[src/rtl/cpu_multicycle_param.sv]
// cpu_multicycle_param
//   Parametrised multi-cycle 8-bit-instruction CPU (FETCH/EXEC/MEMRD/WB) with a
//   valid/ready instruction fetch and an optional multiplexed 7-segment display
//   of the last value written back to a register.
//
//   Instruction: op=[7:6] rs=[5:4] rt=[3:2] rd=[1:0]
//     00 ADD  R[rd] <- R[rs]+R[rt]
//     01 LW   R[rd] <- dmem[(R[rs]+R[rt]) mod DMEM_DEPTH]
//     10 SW   dmem[(R[rs]+R[rt]) mod DMEM_DEPTH] <- R[rd]
//     11 JMP  PC <- PC + sext(instr[5:0])
//
//   Ports:
//     clk, reset        clock; synchronous active-high reset
//     instruction       fetched instruction, taken when instr_req & instr_valid
//     instr_valid       fetch source holds the instruction at Read_Address
//     Read_Address      current PC
//     instr_req         high while waiting in FETCH
//     retired           one-cycle pulse after an instruction completes
//     last_wb           last value written to a register (ADD / LW)
//     seg, an           active-low segments {g..a} and digit enables
//
//   Macro CPU_DISPLAY_EN: when defined, the digit scanner and hex decoder are
//   built; otherwise the display is held blank (seg all ones, an all ones).
module cpu_multicycle_param #(
  parameter int DATA_W      = 8,
  parameter int ADDR_W      = 8,
  parameter int DMEM_DEPTH  = 16,
  parameter int NUM_DIGITS  = 2,
  parameter int REFRESH_DIV = 50000
) (
  input  logic                  clk,
  input  logic                  reset,
  input  logic [7:0]            instruction,
  input  logic                  instr_valid,
  output logic [ADDR_W-1:0]     Read_Address,
  output logic                  instr_req,
  output logic                  retired,
  output logic [DATA_W-1:0]     last_wb,
  output logic [6:0]            seg,
  output logic [NUM_DIGITS-1:0] an
);

  if (DATA_W < 4 || ADDR_W < 6 || NUM_DIGITS < 1 || NUM_DIGITS > 8 ||
      REFRESH_DIV < 1 || DMEM_DEPTH < 2 ||
      (DMEM_DEPTH & (DMEM_DEPTH - 1)) != 0) begin : g_bad_params
    $error("cpu_multicycle_param: illegal parameter combination");
  end

  typedef enum logic [1:0] {S_FETCH, S_EXEC, S_MEMRD, S_WB} state_t;
  typedef enum logic [1:0] {OP_ADD, OP_LW, OP_SW, OP_JMP} op_t;

  localparam int DMEM_AW = $clog2(DMEM_DEPTH);

  state_t            state;
  logic [7:0]        ir;
  logic [DATA_W-1:0] rf   [4];
  logic [DATA_W-1:0] dmem [DMEM_DEPTH];
  logic [DATA_W-1:0] mem_rdata;

  op_t                op;
  logic [1:0]         rs, rt, rd;
  logic [DATA_W-1:0]  alu_sum;
  logic [DMEM_AW-1:0] mem_addr;
  logic signed [5:0]  jmp_off;
  logic [ADDR_W-1:0]  jmp_off_ext;
  logic [ADDR_W-1:0]  pc_next;
  logic               retire_now;

  assign op          = op_t'(ir[7:6]);
  assign rs          = ir[5:4];
  assign rt          = ir[3:2];
  assign rd          = ir[1:0];
  assign alu_sum     = rf[rs] + rf[rt];
  // Power-of-two depth: taking the low bits is the modulo.
  assign mem_addr    = alu_sum[DMEM_AW-1:0];
  assign jmp_off     = ir[5:0];
  assign jmp_off_ext = ADDR_W'(jmp_off);   // sign-extends the 6-bit offset
  assign pc_next     = Read_Address + ((op == OP_JMP) ? jmp_off_ext : ADDR_W'(1));
  // LW finishes in WB; every other opcode finishes in EXEC.
  assign retire_now  = ((state == S_EXEC) && (op != OP_LW)) || (state == S_WB);

  // NOTE: sequential state uses non-blocking assignments only, so every flop
  // samples pre-edge values regardless of block ordering.
  always_ff @(posedge clk) begin
    if (reset) begin
      state        <= S_FETCH;
      instr_req    <= 1'b1;
      Read_Address <= '0;
      retired      <= 1'b0;
      last_wb      <= '0;
      ir           <= '0;
      for (int i = 0; i < 4; i++) rf[i] <= '0;
    end else begin
      retired <= retire_now;
      unique case (state)
        S_FETCH: if (instr_valid) begin
          ir        <= instruction;
          state     <= S_EXEC;
          instr_req <= 1'b0;
        end
        S_EXEC: if (op == OP_ADD) begin
          rf[rd]  <= alu_sum;
          last_wb <= alu_sum;
        end else if (op == OP_LW) begin
          state <= S_MEMRD;
        end
        S_MEMRD: state <= S_WB;
        S_WB: begin
          rf[rd]  <= mem_rdata;
          last_wb <= mem_rdata;
        end
        default: state <= S_FETCH;
      endcase
      if (retire_now) begin
        Read_Address <= pc_next;
        state        <= S_FETCH;
        instr_req    <= 1'b1;
      end
    end
  end

  // NOTE: dmem deliberately has no reset; program data survives a CPU reset and
  // the array maps onto plain RAM. Reset still blocks the store.
  always_ff @(posedge clk) begin
    if (!reset && state == S_EXEC && op == OP_SW) dmem[mem_addr] <= rf[rd];
    if (state == S_EXEC) mem_rdata <= dmem[mem_addr];
  end

`ifdef CPU_DISPLAY_EN
  localparam int DIV_W = (REFRESH_DIV > 1) ? $clog2(REFRESH_DIV) : 1;
  localparam int DIG_W = (NUM_DIGITS > 1) ? $clog2(NUM_DIGITS) : 1;
  // Zero-padded copy of last_wb so digits beyond DATA_W read as 0.
  localparam int PAD_W = (4 * NUM_DIGITS > DATA_W) ? 4 * NUM_DIGITS : DATA_W;

  logic [DIV_W-1:0] div_cnt;
  logic [DIG_W-1:0] digit;
  logic [PAD_W-1:0] wb_pad;
  logic [3:0]       nibble;

  always_ff @(posedge clk) begin
    if (reset) begin
      div_cnt <= '0;
      digit   <= '0;
    end else if (div_cnt == DIV_W'(REFRESH_DIV - 1)) begin
      div_cnt <= '0;
      digit   <= (digit == DIG_W'(NUM_DIGITS - 1)) ? '0 : digit + DIG_W'(1);
    end else begin
      div_cnt <= div_cnt + DIV_W'(1);
    end
  end

  assign wb_pad = PAD_W'(last_wb);
  assign nibble = wb_pad[{digit, 2'b00} +: 4];

  // NOTE: each always_comb output gets a default first, so no path can infer a latch.
  always_comb begin
    an        = '1;
    an[digit] = 1'b0;
  end

  always_comb begin
    seg = 7'b1111111;
    unique case (nibble)
      4'h0: seg = 7'b1000000;
      4'h1: seg = 7'b1111001;
      4'h2: seg = 7'b0100100;
      4'h3: seg = 7'b0110000;
      4'h4: seg = 7'b0011001;
      4'h5: seg = 7'b0010010;
      4'h6: seg = 7'b0000010;
      4'h7: seg = 7'b1111000;
      4'h8: seg = 7'b0000000;
      4'h9: seg = 7'b0010000;
      4'hA: seg = 7'b0001000;
      4'hB: seg = 7'b0000011;
      4'hC: seg = 7'b1000110;
      4'hD: seg = 7'b0100001;
      4'hE: seg = 7'b0000110;
      4'hF: seg = 7'b0001110;
      default: seg = 7'b1111111;
    endcase
  end
`else
  assign seg = 7'b1111111;
  assign an  = '1;
`endif

endmodule

[config.mk]
export PLATFORM = sky130hd
export DESIGN_NAME = cpu_multicycle_param
export DESIGN_NICKNAME = d
export VERILOG_FILES = /design/src/rtl/cpu_multicycle_param.sv
export SDC_FILE = /design/constraint.sdc
export NUM_CORES = 1
export LEC_CHECK = 0
export ABC_AREA = 1
export CAP_MARGIN = 5
export CORE_ASPECT_RATIO = 0.6
export CORE_MARGIN = 2
export CORE_UTILIZATION = 30
export DETAILED_ROUTE_END_ITERATION = 10
export PLACE_DENSITY = 0.54
export SYNTH_ARGS = -nofsm -noshare
export SYNTH_HDL_FRONTEND = slang
export SYNTH_SLANG_ARGS = --single-unit
[constraint.sdc]
create_clock -name clk -period 6.37 [get_ports clk]
set_clock_uncertainty 0.2 [all_clocks]
set_input_delay 1.274 -clock clk [delete_from_list [all_inputs] [get_ports clk]]
set_output_delay 1.274 -clock clk [all_outputs]
set_load 0.02 [all_outputs]
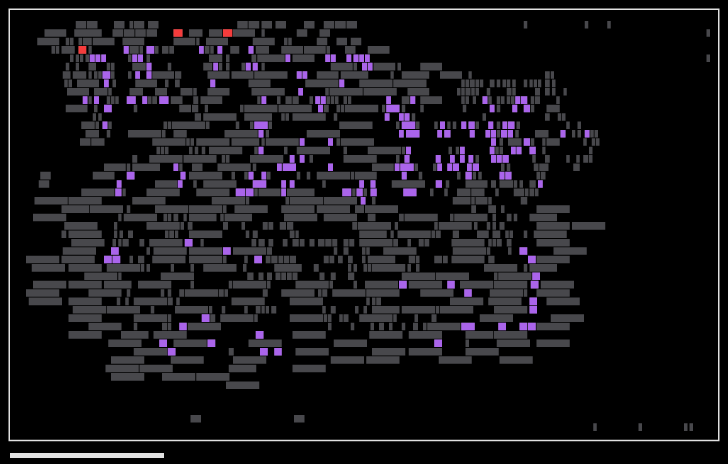
Figure 1: logic cells by family.
Scale bar: 50 um.
red -> non-inverting ao/oa cells  # cells 3, most used a22o_1
purple -> aoi and oai cells  # cells 161, most used o21ai_0
Top cell excl fill/tap: edfxtp_1
multi-input combinational area share: 0.293
Final Non-Filler Cells: 1306

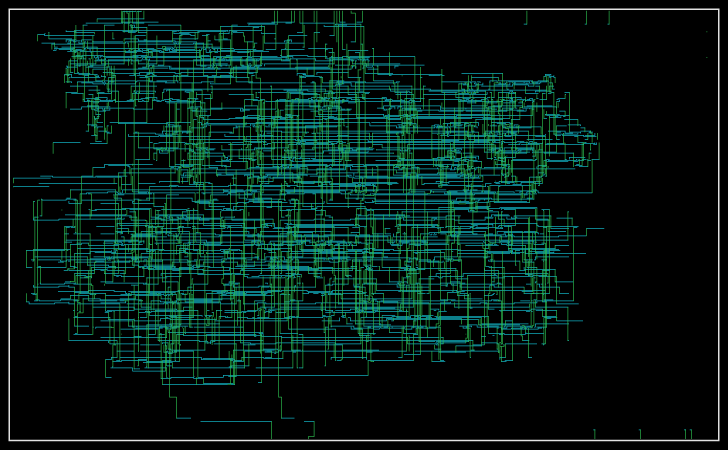
Figure 2: routed metal, one color a layer.
Only two layers are drawn.
green -> M2  # wire length 9250 um
cyan -> M1  # wire length 13800 um
drt wl/cell: 20.2 um
routed wire length: 26300 um
DR vias: 6663
Tot GR Track Use: 0.161

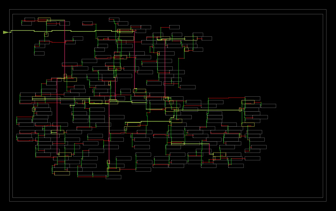
Figure 3: clock wiring as the flow saved it.
final-layout clock buffer total: 22
Clock Power: 1210 uW
cts bufs inserted: 21
seq_cells: 202

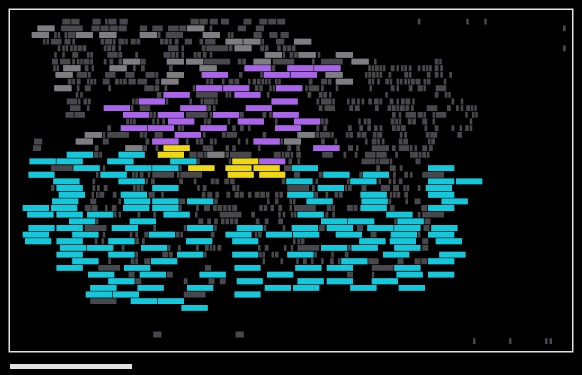
Figure 4: register map, names as in the netlist.
Scale bar: 50 um. Other sequential cells in the stronger gray, the rest of the logic in the fainter gray.
cyan -> dmem  # sequential cells 128
yellow -> mem_rdata  # sequential cells 8, where center
purple -> rf  # sequential cells 32
not colored = 34
Final Util: 0.348
sequential cell power: 1870 uW
sequential share of cell area: 0.549
Flop area: 5730 um^2

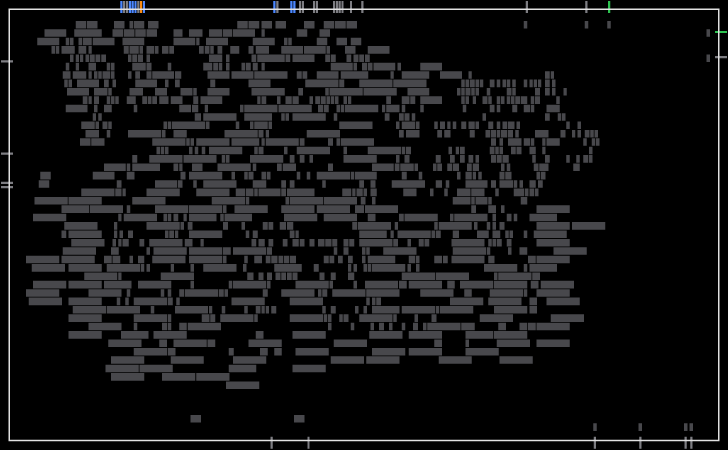
Figure 5: pin map.
Pins as bars across the die edge, other pins in gray.
blue -> Read_Address  # pins 8, direction output, edge north
green -> an  # pins 2, direction output, edge 1 east, 1 north
orange -> retired  # pins 1, direction output, edge north
all pins by edge = 26 north, 6 south, 4 west, 2 east
port bufs: 28
die span in y: 139 um

[report_power, final]
group	internal [uW]	switching [uW]	total, uW
Combinational	735	2020	2760
Sequential	1730	138	1870
Clock	686	519	1210
Total	3160	2680	5830
[logic make-up after synthesis]
group / after synthesis / synth area share
fa+ha+maj: 20 / 0.0289
xor+xnor: 6 / 0.00573
buf+inv: 89 / 0.0519
flops: 202 / 0.625
mux: 1 / 0.00109
compound gates: 164 / 0.105
other cells: 1 / 0.000409
simple gates: 382 / 0.182
[per-stage QoR]
step           instances  setup slack [ns]  cell area, um^2  hold slack, ns
2_1_floorplan        873              3.12             9200           0.241
3_3_place_gp        1268              2.07             9760           0.245
3_5_place_dp        1268              1.99             9760           0.247
4_1_cts             1306              1.98            10400           0.258
5_1_grt             1306              1.67            10400           0.288
6_report            1306              1.93            10400           0.253
[state kept, by name, summed over array words and instances (netlist names), named ones only]
register / count
dmem: 128
state: 2
ir: 8
retired: 1
rf: 32
Read_Address: 8
instr_req: 1
mem_rdata: 8
last_wb: 8
[Yosys cell counts, drive strengths merged]
library cell | number | area, um^2
a211oi | 1 | 7.51
a21o | 1 | 7.51
a21oi | 33 | 169
a22o | 2 | 17.5
a22oi | 28 | 215
a31oi | 3 | 18.8
buf | 35 | 272
clkbuf | 9 | 35.0
conb | 1 | 3.75
dfxtp | 34 | 681
edfxtp | 168 | 5040
fa | 2 | 40.0
ha | 18 | 225
inv | 45 | 169
mux2i | 1 | 10.0
nand2 | 175 | 689
nand3 | 84 | 425
nand3b | 1 | 7.51
nand4 | 16 | 106
nor2 | 104 | 423
nor4 | 1 | 12.5
o211ai | 3 | 22.5
o21ai | 70 | 362
o21bai | 1 | 7.51
o22ai | 22 | 138
or2 | 1 | 6.26
xnor2 | 4 | 35.0
xor2 | 2 | 17.5
==> ci_impl_report.md <==
### Flow metrics

| Metric | Value |
|---|---|
| Status | completed |
| Vias/cell | 5.10 |
| Critical path peak fanout | 33 |
| Worst hold path depth | 2 |
| Metal-1 WL | 13800 um |
| Top cells excl fill/tap | 168 x edfxtp_1, 166 x nand2_1, 99 x nor2_1 |
| Die W | 230 um |
| Min-delay worst type | register to register |
| Syn Inst Count | 865 |
| Final cycle utilization of the critical path | 0.696 |
| Diode count | 0 |
| CORE AREA | 30000 um^2 |
| Worst r2r path cells | 9 |
| Max Slew Vio Count | 0 |
| Initial DRT Pass Iterations | 5 |
| Peak per-stage delay on the critical path | 0.73 ns |
| Netlist Area Pre-Place | 9170 um^2 |
| Worst hold start | instr_req |
| Worst setup path end | dmem[3][2] |
| Num tapcells | 408 |
Power and IR drop assume default switching activity.
